$ cat src/rtl/sevenseg_pkg.sv
// Segment patterns and hex-to-7-segment helper shared by the scan driver.
// Bit order is {g,f,e,d,c,b,a}, active-high.
package sevenseg_pkg;

    localparam logic [6:0] SEG_0   = 7'h3F;
    localparam logic [6:0] SEG_1   = 7'h06;
    localparam logic [6:0] SEG_2   = 7'h5B;
    localparam logic [6:0] SEG_3   = 7'h4F;
    localparam logic [6:0] SEG_4   = 7'h66;
    localparam logic [6:0] SEG_5   = 7'h6D;
    localparam logic [6:0] SEG_6   = 7'h7D;
    localparam logic [6:0] SEG_7   = 7'h07;
    localparam logic [6:0] SEG_8   = 7'h7F;
    localparam logic [6:0] SEG_9   = 7'h6F;
    localparam logic [6:0] SEG_A   = 7'h77;
    localparam logic [6:0] SEG_B   = 7'h7C;
    localparam logic [6:0] SEG_C   = 7'h39;
    localparam logic [6:0] SEG_D   = 7'h5E;
    localparam logic [6:0] SEG_E   = 7'h79;
    localparam logic [6:0] SEG_F   = 7'h71;
    localparam logic [6:0] SEG_OFF = 7'h00;

    function automatic logic [6:0] hex7(input logic [3:0] h);
        logic [6:0] s;
        case (h)
            4'h0: s = SEG_0;
            4'h1: s = SEG_1;
            4'h2: s = SEG_2;
            4'h3: s = SEG_3;
            4'h4: s = SEG_4;
            4'h5: s = SEG_5;
            4'h6: s = SEG_6;
            4'h7: s = SEG_7;
            4'h8: s = SEG_8;
            4'h9: s = SEG_9;
            4'hA: s = SEG_A;
            4'hB: s = SEG_B;
            4'hC: s = SEG_C;
            4'hD: s = SEG_D;
            4'hE: s = SEG_E;
            default: s = SEG_F;
        endcase
        return s;
    endfunction

endpackage

$ cat src/rtl/hex7seg_decode.sv
// Combinational hex digit to active-high 7-segment pattern.
module hex7seg_decode
    import sevenseg_pkg::*;
(
    input  logic [3:0] hex,
    output logic [6:0] seg
);

    assign seg = hex7(hex);

endmodule

$ cat src/rtl/sevenseg_scan_driver.sv
// Multiplexed 7-segment scanner: per-frame digit snapshot, guard band per slot,
// leading-zero blanking and per-digit blink. All outputs are registered.
module sevenseg_scan_driver
    import sevenseg_pkg::*;
#(
    parameter int N_DIGITS     = 4,
    parameter int REFRESH_DIV  = 100000,
    parameter int GUARD_CYCLES = 2,
    parameter int BLINK_FRAMES = 64,
    parameter int LZB_EN       = 1,
    parameter int SEG_ACT_LOW  = 1,
    parameter int AN_ACT_LOW   = 1
) (
    input  logic                    clk,
    input  logic                    reset,
    input  logic [4*N_DIGITS-1:0]   digits_in,
    input  logic [N_DIGITS-1:0]     dp_in,
    input  logic [N_DIGITS-1:0]     blink_mask,
    output logic [6:0]              seg,
    output logic                    dp,
    output logic [N_DIGITS-1:0]     an,
    output logic                    frame_tick
);

    localparam int PW = $clog2(REFRESH_DIV);
    localparam int IW = $clog2(N_DIGITS);
    localparam int BW = (BLINK_FRAMES > 1) ? $clog2(BLINK_FRAMES) : 1;

    // XOR masks: also the "everything off" levels for each output
    localparam logic [6:0]          SEG_POL = {7{SEG_ACT_LOW != 0}};
    localparam logic                DP_POL  = (SEG_ACT_LOW != 0);
    localparam logic [N_DIGITS-1:0] AN_POL  = {N_DIGITS{AN_ACT_LOW != 0}};

    logic [PW-1:0]                pcnt_q, pcnt_d;
    logic [IW-1:0]                idx_q, idx_d;
    logic [N_DIGITS-1:0][3:0]     dig_snap_q, dig_snap_d;
    logic [N_DIGITS-1:0]          dp_snap_q, dp_snap_d;
    logic [N_DIGITS-1:0]          blk_snap_q, blk_snap_d;
    logic [BW-1:0]                blink_cnt_q, blink_cnt_d;
    logic                         blink_phase_q, blink_phase_d;
    logic [6:0]                   seg_q, seg_d;
    logic                         dp_q, dp_d;
    logic [N_DIGITS-1:0]          an_q, an_d;
    logic                         frame_tick_q, frame_tick_d;

    logic                slot_end, frame_wrap, blank;
    logic [3:0]          cur_digit;
    logic [6:0]          seg_raw;
    logic [N_DIGITS-1:0] zero_from, an_raw;

    assign slot_end   = (pcnt_q == PW'(REFRESH_DIV - 1));
    assign frame_wrap = slot_end && (idx_q == IW'(N_DIGITS - 1));
    assign cur_digit  = dig_snap_q[idx_q];

    hex7seg_decode u_dec (
        .hex (cur_digit),
        .seg (seg_raw)
    );

    // zero_from[i]: snapshot digits i..N_DIGITS-1 are all zero
    always_comb begin
        zero_from = '0;
        zero_from[N_DIGITS-1] = (dig_snap_q[N_DIGITS-1] == 4'd0);
        for (int i = N_DIGITS - 2; i >= 0; i--)
            zero_from[i] = zero_from[i+1] && (dig_snap_q[i] == 4'd0);
    end

    always_comb begin
        pcnt_d        = slot_end ? '0 : pcnt_q + 1'b1;
        idx_d         = idx_q;
        dig_snap_d    = dig_snap_q;
        dp_snap_d     = dp_snap_q;
        blk_snap_d    = blk_snap_q;
        blink_cnt_d   = blink_cnt_q;
        blink_phase_d = blink_phase_q;
        if (slot_end)
            idx_d = (idx_q == IW'(N_DIGITS - 1)) ? '0 : idx_q + 1'b1;
        if (frame_wrap) begin
            dig_snap_d = digits_in;
            dp_snap_d  = dp_in;
            blk_snap_d = blink_mask;
            if (blink_cnt_q == BW'(BLINK_FRAMES - 1)) begin
                blink_cnt_d   = '0;
                blink_phase_d = ~blink_phase_q;
            end else begin
                blink_cnt_d = blink_cnt_q + 1'b1;
            end
        end

        // Blanked digits keep their anode slot so brightness stays uniform
        blank = (blk_snap_q[idx_q] && blink_phase_q) ||
                ((LZB_EN != 0) && (idx_q != '0) && zero_from[idx_q]);
        an_raw = '0;
        if (pcnt_q >= PW'(GUARD_CYCLES))
            an_raw[idx_q] = 1'b1;

        seg_d        = (blank ? SEG_OFF : seg_raw) ^ SEG_POL;
        dp_d         = (!blank && dp_snap_q[idx_q]) ^ DP_POL;
        an_d         = an_raw ^ AN_POL;
        frame_tick_d = frame_wrap;
    end

    always_ff @(posedge clk or posedge reset) begin
        if (reset) begin
            pcnt_q        <= '0;
            idx_q         <= '0;
            dig_snap_q    <= '0;
            dp_snap_q     <= '0;
            blk_snap_q    <= '0;
            blink_cnt_q   <= '0;
            blink_phase_q <= 1'b0;
            seg_q         <= SEG_POL;
            dp_q          <= DP_POL;
            an_q          <= AN_POL;
            frame_tick_q  <= 1'b0;
        end else begin
            pcnt_q        <= pcnt_d;
            idx_q         <= idx_d;
            dig_snap_q    <= dig_snap_d;
            dp_snap_q     <= dp_snap_d;
            blk_snap_q    <= blk_snap_d;
            blink_cnt_q   <= blink_cnt_d;
            blink_phase_q <= blink_phase_d;
            seg_q         <= seg_d;
            dp_q          <= dp_d;
            an_q          <= an_d;
            frame_tick_q  <= frame_tick_d;
        end
    end

    assign seg        = seg_q;
    assign dp         = dp_q;
    assign an         = an_q;
    assign frame_tick = frame_tick_q;

endmodule
$ cat config.mk
export PLATFORM = sky130hd
export DESIGN_NAME = sevenseg_scan_driver
export DESIGN_NICKNAME = d
export VERILOG_FILES = /design/src/rtl/sevenseg_pkg.sv /design/src/rtl/hex7seg_decode.sv /design/src/rtl/sevenseg_scan_driver.sv
export SDC_FILE = /design/constraint.sdc
export NUM_CORES = 1
export LEC_CHECK = 0
export CAP_MARGIN = 20
export CORE_MARGIN = 3
export CORE_UTILIZATION = 45
export CTS_CLUSTER_SIZE = 25
export DETAILED_ROUTE_END_ITERATION = 12
export GPL_TIMING_DRIVEN = 0
export PLACE_DENSITY_LB_ADDON = 0.2
export SYNTH_ARGS = -nofsm -noshare
export SYNTH_HDL_FRONTEND = slang
export SYNTH_SLANG_ARGS = --single-unit
$ cat constraint.sdc
create_clock -name clk -period 4.82 [get_ports clk]
set_input_delay 0.482 -clock clk [delete_from_list [all_inputs] [get_ports clk]]
set_output_delay 0.482 -clock clk [all_outputs]
set_load 0.005 [all_outputs]
Figure 1. Clock wires, drivers and flops (run 1).
Bar = 20 microns.
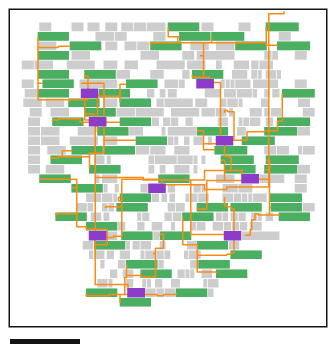
[purple] cells driving clock nets | count: 9
[green] flip-flops | count: 63
[orange] clock wires | length: 853 microns
routed clock nets	10
final worst clock skew: 6.645 ps
clk latency late pin: 340 ps
clock power share: 46.6%
P_clk: 561 uW

Figure 2. Placed cells, one colour a class (run 1).
Bar = 20 microns.
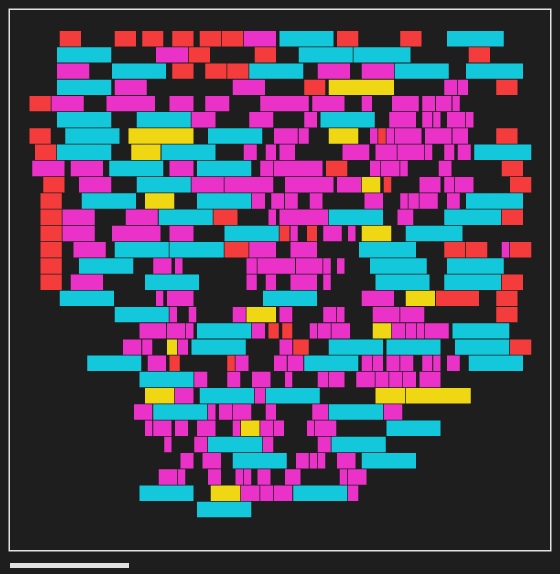
colour	class	cells	share of their area
red	other buffers and delay cells	50	12%
yellow	clock drivers and dummy loads	16	6.4%
magenta	all other logic	186	40%
cyan	flops	63	41%
sequential cell area share: 40.01%
core area: 0.006869 sq mm

Figure 3. Power grid (run 1).
Pins as bars on the die edge. Tap cells in grey.
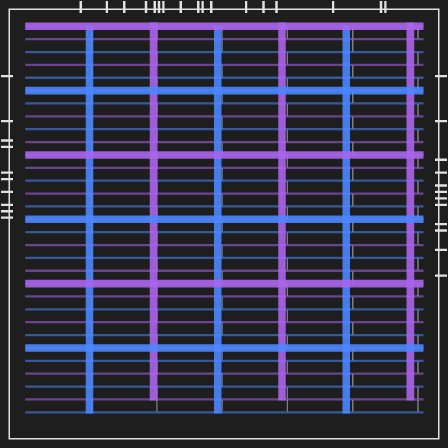
colour	net
blue	VSS
purple	VDD
met5 straps	6
met1 rails	31
rows	30
die height: 90.49 microns
die width: 90.49 microns
maximum VDD drop: 0.2700 mV

Figure 4. Logic cells by family (run 1).
Bar = 20 microns.
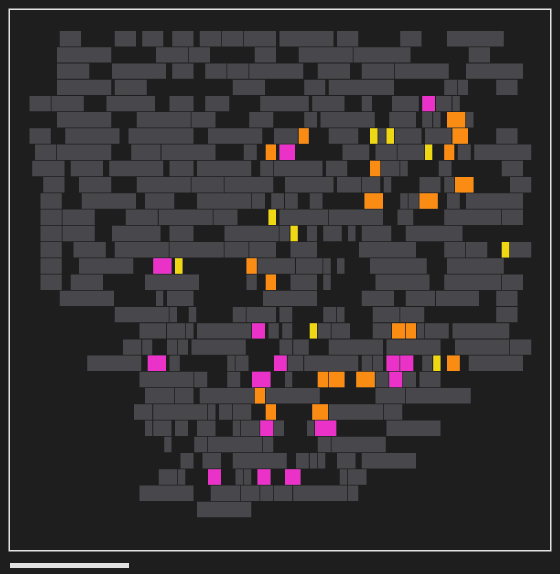
colour	family	cells	most used
orange	inverting AOI/OAI gates	20	o21ai_0
yellow	inverters	9	inv_1
magenta	AND and OR gates	15	and3_1
fin cells: 411
logic share of the area: 38.22%
most common logic cell in the routed design: dfrtp_1

==> results.cfg, run 1 <==
; implementation run metrics
[logic_synthesis]
syn_inst = 260
syn-cell-area_sq_mm = 0.003212
synth_sequential_area_ratio_pct = 49.55
synthMuxAreaShare_pct = 17.22
fp_nets = 299
ys_sh_aoi_pct = 5.454
ys_sh_adder_pct = 5.064
synth.distinct_cells = 45
synth-main-ff-cell = dfrtp_1
yosys_warnings = 0
ys_chip_area_sq_mm = 0.003212
synthTopLogicFamily = multiplexers
xor_area_share_pct = 4.363
simple_gate_share_pct = 15.23
synth_stat.cells = 260
async_flop_share_pct = 100.0
numSynthFlops = 63
edf_count = 0
syn_area_per_cell_sq_um = 12.35

[clocking]
hold_buffers = 0
clkSinkCount = 63
cts_buffer_depth = 2
cts_setup_buffers = 0
clkTransAtPathRegs_ps = 70
htree_levels = 3
cts.repair.resized = 0
cts_root_buf = clkbuf_8
cts_tree = yes
numCtsBuffers = 9

[critical_path]
crit_buf_inv = 2
cpPeakStageDelay_ps = 530
crit_chain = buf_2 > inv_1 > ha_1 > or4_1 > a2111o_1 > o2111ai_1
setup.worst_path.start_class = register
worstPathRequired_ps = 5080
cp.arrival_ps = 2470
critPathSlowestCell = a2111o_1
regToRegSetupSlack_ps = 2610
critPathKind = reg2reg
end_kind = register
path_max_fanout = 8
crit_family = AND-OR/OR-AND gates

[drt]
dr.pass1.iters = 4
drt_iter0_markers = 85
route.detailed.drc = 0
vias_per_cell = 5.273
num_vias = 2167
drt_wl_total_microns = 6179
post_drt_wl_per_cell_microns = 15.03
ant_nets = 0

[cells_and_area]
drive_above_1_share_pct = 24.13
flop_area_sq_mm = 0.001592
fill_cells = 569
nets = 349
combGateArea_sq_mm = 0.001520
antenna_cells = 0
final_area_sq_mm = 0.003978
area_growth_pct = 23.84

[final_timing]
hold_ws_ps = 466.3
finalCritPeriodShare_pct = 45.87
max_slew_margin_pct = 68.67
timing_max_transition_violations_final = 0
hold_viol = 0
rsz0062_at_grt = false
max_freq_mhz = 452.3
setup_viol = 0
max_slew.worst_pin.slew_ps = 469.2
tns_ps = 0
min_period_ps = 2211

[grt]
grt_usage_pct = 16.14
grt_max_degree = 43
gr-total-overflow = 0
grt_pass1_wl_microns = 10450
grt_pass1_vias = 2096
antenna_found_initial = 0

[floorplanning]
chipArea_sq_mm = 0.008188
ios = 39
rows = 30
fp_util_pct = 46.76

[placement]
post_dp_cell_area_sq_mm = 0.003732
dp.final_hpwl_microns = 4331
io_buffers = 38
gp_congestion = 0.7961

[hold_path]
hold_class = reg2reg

[power]
p_per_area_mw_per_mm2 = 303.1
leakagePower_nw = 1.783

[run_status]
status = finished, final reports clean

[run]
drv_cap = 0
warning_count = 35
run 1: cells in the mapped netlist (6+ instances only):
cell type  instances  area share (%)
and3_1             6             1.2
inv_1              9             1.1
dfstp_2           12             9.8
o21ai_0            6            0.93
mux2_4            19             8.9
nand4_1           13             2.5
ha_1              13             5.1
mux2_2             8             2.8
nor2b_1            7             1.4
dfrtp_1           51              40
nand3_1           13             2.0
nand2_1           13             1.5
nor4_1             6             1.2
mux4_2             7             4.9
nor2_1            14             1.6
xor2_1             9             2.5
xnor2_1            7             1.9
run 1: path summary, 6_finish.rpt:
path / from / to / cells past startpoint
setup / recovery: idx_q[0] / seg[4] / 6
hold / removal: blink_cnt_q[4] / blink_cnt_q[4] / 1
setup reg to reg: idx_q[0] / seg[4] / 6
hold reg to reg: blink_cnt_q[4] / blink_cnt_q[4] / 1
max in group asynchronous: reset / blink_cnt_q[4] / 3
min in group asynchronous: reset / dig_snap_q[0] / 2
run 1: layer usage:
metal	wire [microns]	vias to the layer above	global-route usage [%]
met5	0	-	0
met4	112	0	8.418
met3	244	8	3.917
met2	2705	52	22.24
met1	3117	1053	23.42
li1	-	1054	-
run 1: registers in the layout, indices dropped and copies added, names as in the netlist:
name,cells
idx_q,2
blink_cnt_q,6
seg,7
dig_snap_q,16
dp,1
blk_snap_q,4
an,4
frame_tick,1
dp_snap_q,4
pcnt_q,17
blink_phase_q,1
run 1: stage by stage:
stage | utilization [%] | cells | power (mW) | worst slack, ps
finish | 57.91 | 411 | 1.206 | 2609
global route | 57.91 | 411 | 1.249 | 2456
CTS | 57.91 | 411 | 1.218 | 2584
detailed placement | 54.34 | 395 | 0.6554 | 2604
global placement | 54.04 | 394 | 0.6516 | 1665
floorplan | - | 260 | 0.6099 | 2788
run 1: cell type report:
class,instances,share of cell area [%]
well taps,96,3.020
multi-input cells,177,38.22
clock buffers,9,3.114
plain buffers,11,1.667
flip-flops and latches,63,40.01
repair buffers,39,10.07
clock inverters,7,3.051
inverters,9,0.8493
run 1: layout by cell type (no fill, tap or decap), types with 6 or more instances in the layout:
cell type | netlist | routed
nand2_1 | 13 | 13
mux2_2 | 8 | 8
clkdlybuf4s50_1 | 0 | 38
xor2_1 | 9 | 9
nand4_1 | 13 | 13
clkbuf_8 | 0 | 9
nor2b_1 | 7 | 7
dfstp_2 | 12 | 12
ha_1 | 13 | 13
and3_1 | 6 | 6
inv_1 | 9 | 8
nand3_1 | 13 | 13
mux4_2 | 7 | 7
nor2_1 | 14 | 14
xnor2_1 | 7 | 7
mux2_4 | 19 | 19
o21ai_0 | 6 | 6
dfrtp_1 | 51 | 51
nor4_1 | 6 | 6
run 1: where the power goes:
| group | leakage, nW | total, mW | switching (mW) | internal (mW) |
|---|---|---|---|---|
| Clock | 0.123 | 0.561 | 0.216 | 0.345 |
| Combinational | 0.891 | 0.0860 | 0.0318 | 0.0542 |
| Sequential | 0.768 | 0.558 | 0.0103 | 0.548 |
## Run 2: what changed since run 1
clock period = 2.2 ns   (was 4.82 ns; I/O delays follow)
Figure 5. Clock wires, drivers and flops (run 2).
Bar = 20 microns.
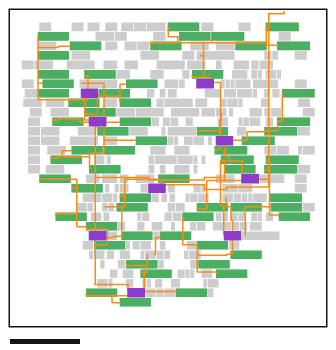
[purple] cells driving clock nets | count: 9
[orange] clock wires | length: 831 microns
[green] flip-flops | count: 63
routed clock nets	10
flops lie	widely spread
clock power share: 46.5%
final worst clock skew: 8.569 ps
P_clk: 1.23 mW

Figure 6. Logic cells by family (run 2).
Bar = 20 microns.
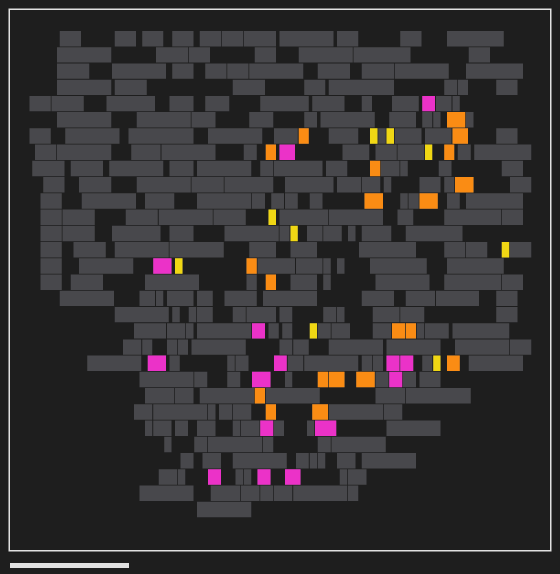
colour	family	cells	most used
yellow	inverters	9	inv_1
orange	inverting AOI/OAI gates	20	o21ai_0
magenta	AND and OR gates	15	and3_1
logic share of the area: 37.95%
fin cells: 414

==> results.cfg, run 2 <==
; implementation run metrics
[grt]
grt_max_degree = 43
grt_pass1_wl_microns = 10450
antenna_found_initial = 0
gr-total-overflow = 0
grt_usage_pct = 16.14

[logic_synthesis]
fp_nets = 299
most_common_cell = dfrtp_1
ys_chip_area_sq_mm = 0.003212
syn_area_per_cell_sq_um = 12.35
syn_inst = 260
synth_stat.cells = 260
synth_sequential_area_ratio_pct = 49.55
synth-main-ff-cell = dfrtp_1
yosys.area.top_type_share_pct = 39.74
yosys_warnings = 0
syn-cell-area_sq_mm = 0.003212
edf_count = 0
top_cells_by_count = dfrtp_1, mux2_4, nor2_1
numSynthFlops = 63
area_leaders = dfrtp_1, dfstp_2, mux2_4

[clocking]
clkLatencyLatePin_ps = 340
htree_levels = 3
cts_buffer_depth = 2
cts_root_buf = clkbuf_8
cts_tree = yes
hold_buffers = 0
numCtsBuffers = 9
clkTransAtPathRegs_ps = 70

[cells_and_area]
area_growth_pct = 24.93
top_register = pcnt_q
largest_reg_flops = 17
mostFrequentLayoutCell = dfrtp_1
drive_above_1_share_pct = 25.16
fill_cells = 568

[final_timing]
hold_viol = 0
finalCritPeriodShare_pct = 96.72
hold_ws_ps = 213.6
rsz0062_at_grt = true
min_period_ps = 2128
fin_ws_ps = 72.21

[critical_path]
path_max_fanout = 10
r2r-end = dp_snap_q[3]
setup.worst_path.start_class = register
end_kind = register
critPathKind = reg2reg
worstSetupEndpoint = dp_snap_q[3]
worstPathRequired_ps = 2430
regToRegSetupSlack_ps = 70
cp.arrival_ps = 2360
critPathSlowestCell = dfrtp_1
rr_startpoint = pcnt_q[1]

[floorplanning]
core_area_sq_mm = 0.006869
die_h_microns = 90.49
rows = 30
fp_util_pct = 46.76
die_w_microns = 90.49
chipArea_sq_mm = 0.008188

[hold_path]
hold_class = in2async

[power]
ir_drop_mv = 0.5920
p_per_area_mw_per_mm2 = 657.8
leakagePower_nw = 1.800

[drt]
post_drt_wl_per_cell_microns = 14.94
drt_wl_total_microns = 6184
drt_iter0_markers = 71
route.detailed.drc = 0
num_vias = 2174
dr.pass1.iters = 4

[placement]
gp_congestion = 0.7961
post-place-ws_ps = -15.65
io_buffers = 38
dp.final_hpwl_microns = 4331
place_inst = 395

[run_status]
status = finished, final reports clean
## run 2: area by class of cell
cell class | count | area (sq um) | share of cell area, %
well taps | 96 | 120.1 | 2.993
multi-input cells | 177 | 1523 | 37.95
repair buffers | 42 | 422.9 | 10.54
plain buffers | 11 | 76.32 | 1.902
inverters | 9 | 33.78 | 0.8419
clock inverters | 7 | 121.4 | 3.025
clock buffers | 9 | 123.9 | 3.087
flip-flops and latches | 63 | 1592 | 39.66
## run 2: power breakdown
part           switching (mW)  internal (mW)  leakage (nW)
combinational          0.0696          0.119         0.909
sequential             0.0224           1.20         0.768
clock                   0.472          0.756         0.123
total                   0.564           2.08          1.80
## run 2: kinds of logic (layout without fill, tap and decap cells)
group / Yosys count / count (layout) / share of synthesized area (%)
buf+inv: 20 / 78 / 3.116
compound gates: 25 / 25 / 5.454
flops: 63 / 63 / 49.55
xor+xnor: 16 / 16 / 4.363
mux: 36 / 36 / 17.22
simple gates: 87 / 87 / 15.23
fa+ha+maj: 13 / 13 / 5.064
## run 2: metrics by stage
step / setup TNS (ps) / util (%) / area [sq um]
6_report: 0 / 58.42 / 4013
5_1_grt: -20.33 / 58.42 / 4013
4_1_cts: 0 / 57.94 / 3980
3_5_place_dp: -46.72 / 54.34 / 3732
3_3_place_gp: -36520 / 54.04 / 3712
2_1_floorplan: 0 / - / 3212
## run 2: timing repair
action,in CTS,in global routing
setup endpoints to repair,8,28
pin swaps,0,2
gates resized,1,3
buffers inserted,0,3
## run 2: critical path: cells and delay by family (launching register included)
| family | cells | cell delay, ps |
|---|---|---|
| buffers and inverters | 3 | 570 |
| adder cells (fa/ha/maj) | 1 | 210 |
| multiplexers | 1 | 300 |
| AND/OR/NAND/NOR | 3 | 520 |
| flip-flops | 1 | 400 |
## run 2: worst min path at each step
stage	endpoint	start	depth (start not counted)	slack, ps
after detailed placement	blink_cnt_q[4]	blink_cnt_q[4]	1	460
after floorplan	blk_snap_q[1]	blink_mask[1]	1	370
after CTS	frame_tick	reset	2	220
final	dig_snap_q[0]	reset	2	210
after global routing	dig_snap_q[0]	reset	2	260
after global placement	blink_cnt_q[4]	blink_cnt_q[4]	1	460
## run 2: layer usage
metal | part of all wire [%] | wire length [microns] | global-route usage, % | vias up
li1 | - | - | - | 1057
met1 | 49 | 3056 | 23.42 | 1049
met2 | 44 | 2706 | 22.24 | 57
met3 | 4.6 | 286 | 3.917 | 11
met4 | 2.2 | 134 | 8.418 | 0
met5 | 0 | 0 | 0 | -
Figure 7. Power grid (run 2).
Pins as bars on the die edge. Tap cells in grey.
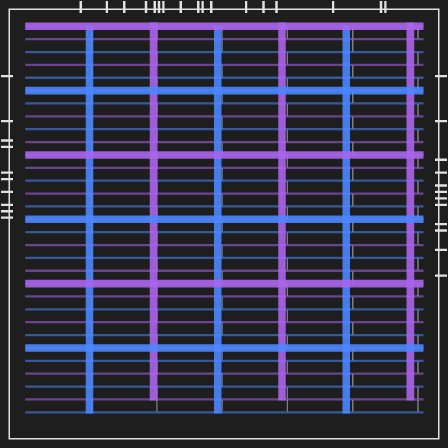

## Run 3: what changed since run 2
GPL_ROUTABILITY_DRIVEN = 0   (was default)
GPL_TIMING_DRIVEN = 1   (was 0)
PLACE_DENSITY = 0.67   (was default)
PLACE_DENSITY_LB_ADDON = default   (was 0.2)
Figure 8. Power grid (run 3).
Pins as bars on the die edge. Tap cells in grey.
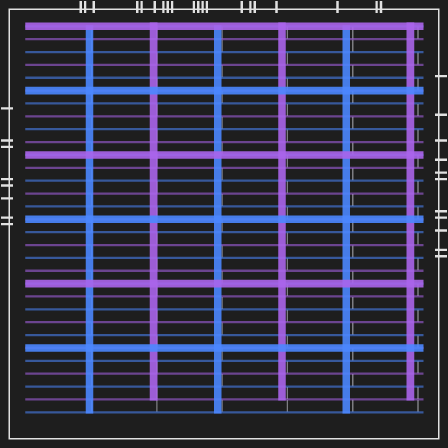
colour	net
purple	VDD
blue	VSS
tap cells	96
rows	30
met5 straps	6
maximum VDD drop: 0.2506 mV

Figure 9. Clock wires, drivers and flops (run 3).
Bar = 20 microns.
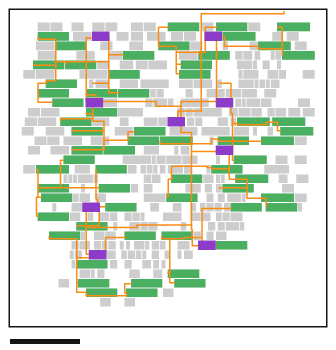
[purple] cells driving clock nets | count: 9
[orange] clock wires | length: 791 microns
[green] flip-flops | count: 63
flops lie	widely spread
clock power share: 38.0%
final worst clock skew: 8.826 ps

==> results.cfg, run 3 <==
; implementation run metrics
[run_status]
status = finished, final reports clean

[placement]
dp.final_hpwl_microns = 4625
post-place-ws_ps = 109.4
io_buffers = 38

[logic_synthesis]
xor_area_share_pct = 4.363
synth.distinct_cells = 45
edf_count = 0
synth_sequential_area_ratio_pct = 49.55
ys_chip_area_sq_mm = 0.003212
synth-main-ff-cell = dfrtp_1
ys_sh_adder_pct = 5.064
most_common_cell = dfrtp_1
ys_sh_aoi_pct = 5.454
synth_stat.cells = 260
simple_gate_share_pct = 15.23
synthTopLogicFamily = multiplexers
yosys_warnings = 0
fp_nets = 299
top_area_cell = dfrtp_1
area_leaders = dfrtp_1, dfstp_2, mux2_4
syn_inst = 260
top_cells_by_count = dfrtp_1, mux2_4, nor2_1
synthMuxAreaShare_pct = 17.22
async_flop_share_pct = 100.0
syn-cell-area_sq_mm = 0.003212
yosys.area.top_type_share_pct = 39.74
numSynthFlops = 63
syn_area_per_cell_sq_um = 12.35

[floorplanning]
rows = 30
fp_util_pct = 46.76
ios = 39
die_w_microns = 90.49
chipArea_sq_mm = 0.008188
core_area_sq_mm = 0.006869
die_h_microns = 90.49

[critical_path]
setup.worst_path.start_class = register
worstPathRequired_ps = 2470
regToRegSetupSlack_ps = 220
r2r-end = seg[3]
rr_startpoint = idx_q[0]
cp.arrival_ps = 2250
r2r_cells = 6
path_max_fanout = 7
critPathKind = reg2reg
end_kind = register

[power]
finalPower_mw = 2.280
p_per_area_mw_per_mm2 = 580.2
leakagePower_nw = 1.758

[clocking]
htree_levels = 3
hold_buffers = 0
cts_root_buf = clkbuf_8
clkSinkCount = 63
clkLatencyLatePin_ps = 340
clkTransAtPathRegs_ps = 70
numCtsBuffers = 9
cts_tree = yes
cts_buffer_depth = 2

[final_timing]
rsz0062_at_grt = false
max_slew_margin_pct = 70.74
finalCritPeriodShare_pct = 89.95
tns_ps = 0
min_period_ps = 1979
fin_ws_ps = 221.0
max_freq_mhz = 505.3
timing_max_transition_violations_final = 0
setup_viol = 0
hold_viol = 0
max_slew.worst_pin.slew_ps = 438.3

[drt]
route.detailed.drc = 0
dr.pass1.iters = 4
drt_wl_total_microns = 6230
ant_nets = 0
post_drt_wl_per_cell_microns = 15.16
num_vias = 2196
drt_iter0_markers = 146
vias_per_cell = 5.343

[cells_and_area]
top_register = pcnt_q
mostFrequentLayoutCell = dfrtp_1
fin_util_pct = 57.21
antenna_cells = 0
combGateArea_sq_mm = 0.001520
nets = 349
drive_above_1_share_pct = 24.76
lay_top_cells = dfrtp_1, clkdlybuf4s50_1, mux2_4
flop_area_sq_mm = 0.001593
largest_reg_flops = 17
area_growth_pct = 22.36
fill_cells = 570

[run]
drv_cap = 0
warning_count = 35

[grt]
grt_pass1_vias = 2221
grt_max_degree = 28
gr-total-overflow = 0
antenna_found_initial = 0
grt_pass1_wl_microns = 10810
grt_usage_pct = 16.47

[hold_path]
hold_class = in2async
## run 3: kinds of logic (layout without fill, tap and decap cells)
family / count (synthesis) / count (layout)
simple gates: 87 / 87
flops: 63 / 63
mux: 36 / 36
compound gates: 25 / 25
buf+inv: 20 / 75
xor+xnor: 16 / 16
fa+ha+maj: 13 / 13
## run 3: worst max path at each step
stage              start  depth (start not counted)  slack, ps       endpoint
2_1_floorplan  pcnt_q[0]                          8        210  blk_snap_q[1]
3_5_place_dp    idx_q[0]                          6        110         seg[3]
6_report        idx_q[0]                          6        220         seg[3]
5_1_grt         idx_q[0]                          6        110         seg[3]
4_1_cts         idx_q[0]                          6         90         seg[3]
3_3_place_gp    idx_q[0]                          5        120         seg[4]
## run 3: report_power, final
| part | internal, mW | switching [mW] |
|---|---|---|
| Clock | 0.434 | 0.432 |
| Combinational | 0.119 | 0.0698 |
| Sequential | 1.20 | 0.0238 |
## run 3: layout make-up
class / count / share of cell area, %
inverters: 9 / 0.8596
multi-input cells: 177 / 38.68
repair buffers: 50 / 12.61
clock inverters: 4 / 0.5731
flip-flops and latches: 63 / 40.53
well taps: 96 / 3.056
clock buffers: 12 / 3.693
## run 3: what timing repair did
item                       CTS  global route
buffers inserted             0             0
gates resized                0             1
setup endpoints to repair    0             5
## run 3: metrics by stage
step	hold WS [ps]	cell area, sq um	std cells
after detailed placement	461.0	3761	395
after global routing	269.7	3930	411
final	215.1	3930	411
after CTS	217.3	3929	411
after floorplan	368.5	3212	260
after global placement	460.2	3761	395
## run 3: routing by layer
layer / vias up / GRT usage, % / part of all wire (%)
li1: 1044 / - / -
met1: 1101 / 24.59 / 49
met2: 46 / 23.04 / 46
met3: 5 / 4.000 / 4.0
met4: 0 / 6.122 / 0.87
met5: - / 0 / 0
## run 3: critical path, stage by stage, from the launching register on
cell and delay, ps:
dfrtp_2 490, mux4_2 610, inv_1 130, ha_1 250
nor2_1 70, a211o_1 270, nand4_1 100
Power and IR drop assume default switching activity.
